Metal 2:
(4 px per um) Cells faint in the background.
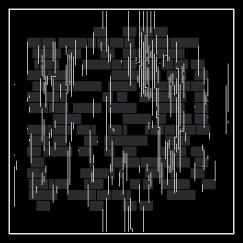
Gate-type map:
(8 px per um)
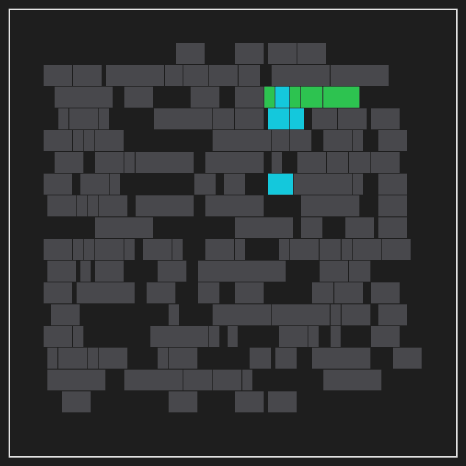
Sizing map:
(8 px per um)
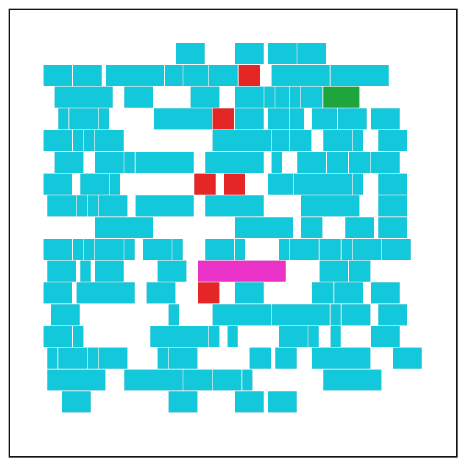
==> config.mk <==
export PLATFORM = sky130hd
export DESIGN_NAME = wb_master_flat
export DESIGN_NICKNAME = d
export VERILOG_FILES = /design/src/rtl/wb_master_pkg.sv /design/src/rtl/wb_master_if.sv /design/src/rtl/wb_master.sv /design/src/flat_wrapper.sv
export SDC_FILE = /design/constraint.sdc
export NUM_CORES = 1
export LEC_CHECK = 0
export CAP_MARGIN = 20
export CORE_MARGIN = 4
export CORE_UTILIZATION = 42
export CTS_CLUSTER_SIZE = 24
export DETAILED_ROUTE_END_ITERATION = 10
export PLACE_DENSITY = 0.9
export SETUP_SLACK_MARGIN = 0.1
export SYNTH_ARGS = -nofsm -noshare
export SYNTH_HDL_FRONTEND = slang
export SYNTH_SLANG_ARGS = --single-unit
==> constraint.sdc <==
create_clock -name i_clk -period 2.7 [get_ports i_clk]
set_clock_uncertainty 0.15 [all_clocks]
set_input_delay 0.54 -clock i_clk [delete_from_list [all_inputs] [get_ports i_clk]]
set_output_delay 0.54 -clock i_clk [all_outputs]
set_load 0.05 [all_outputs]
==> job_summary.md <==
### Metrics collected by this job

| Metric | Value |
|---|---|
| Clk pwr share | 29.5% |
| Number of antenna-violating nets in the routed design | 0 |
| Comb gate area | 444 sq um |
| CTS sink count | 22 |
| Inverters, non-clock | 0 |
| Share of cells above drive strength 1 | 4.96% |
| Sequential power | 0.363 mW |
| Vias in the first global route | between 700 and 800 |
| Dominant flop cell | dfxtp_1 |
| Placeable Area | 2190 sq um |
| Die Wd | 55.8 um |
| Met2 Resource Use GR | around 20% |
| Mapped cell area | 958 sq um |
| Maximum fanout along the worst path | 10 |
| Clock-net power | 0.245 mW |
| Pin count of the biggest net entering global routing | ~42 |
| Setup Buffers After CTS | 0 |
| Initial antenna violation count | 0 |
| Die Ht | 55.8 um |
| Total nets after synthesis | ~120 |
| Total GRT Usage | 13.1% |
| I/O Buffers | around 44 |
| Cell area leaders | dfxtp_1 46%, mux2i_1 19%, nand2_1 11%, nand3b_1 6.3%, buf_6 3.5% |
| WHS | 0.313 ns |
| Synth top cell by count | nand2_1 |
| Top pwr grp | registers |
| Setup TNS | 0 ns |
| Asr flop ratio synth | 0% |
| Met1 wire length | 930 um |
| Gate power share | 27.0% |
| Number of cells in Yosys stat | 100 |
| Family with the most delay on the worst path | buffers and inverters |
| Slew margin rel. | 65.7% |
| Minimum clock period | approximately 2.3 ns |
| Pwr Total | slightly above 0.8 mW |
| Met1 Use GR | 17.2% |
| I/O pin count | 46 |
| Clock-cell share | 3.68% |
| Syn Inst Count | ~100 |
| Max Slew Vio Count | 0 |
| Switching share of total power | 29.0% |
| Status | complete, no violations |
| Top class by area | non-clock buffers |
| M3 GR Usage | between 5 and 6% |
About 'metal 2':
longest straight run = 20.2 um
wire length on this layer = 884 um
share of all routed wire = 43%
routed wire length: 2050 um
via count: 794

About 'gate-type map':
aoi and oai cells -> cyan  # cells 4, where north
nor cells -> green  # cells 4
Finished Layout Cells: 169
Top cell excl fill/tap: clkdlybuf4s50_1
Comb/total area: 31.1%

About 'sizing map':
_3 and _4 cells -> red  # cells 5, share 3.5%, most used clkbuf_4
_6 and larger -> magenta  # cells 1, share 0.71%, most used bufinv_16
_2 cells -> green  # cells 1, share 0.71%, most used nor3b_2
_0 and _1 cells -> cyan  # cells 134, share 95%, most used clkdlybuf4s50_1
Synth-to-Final Area Change: 49.0%
bufs w/o clock: 46

Power and IR drop assume default switching activity.
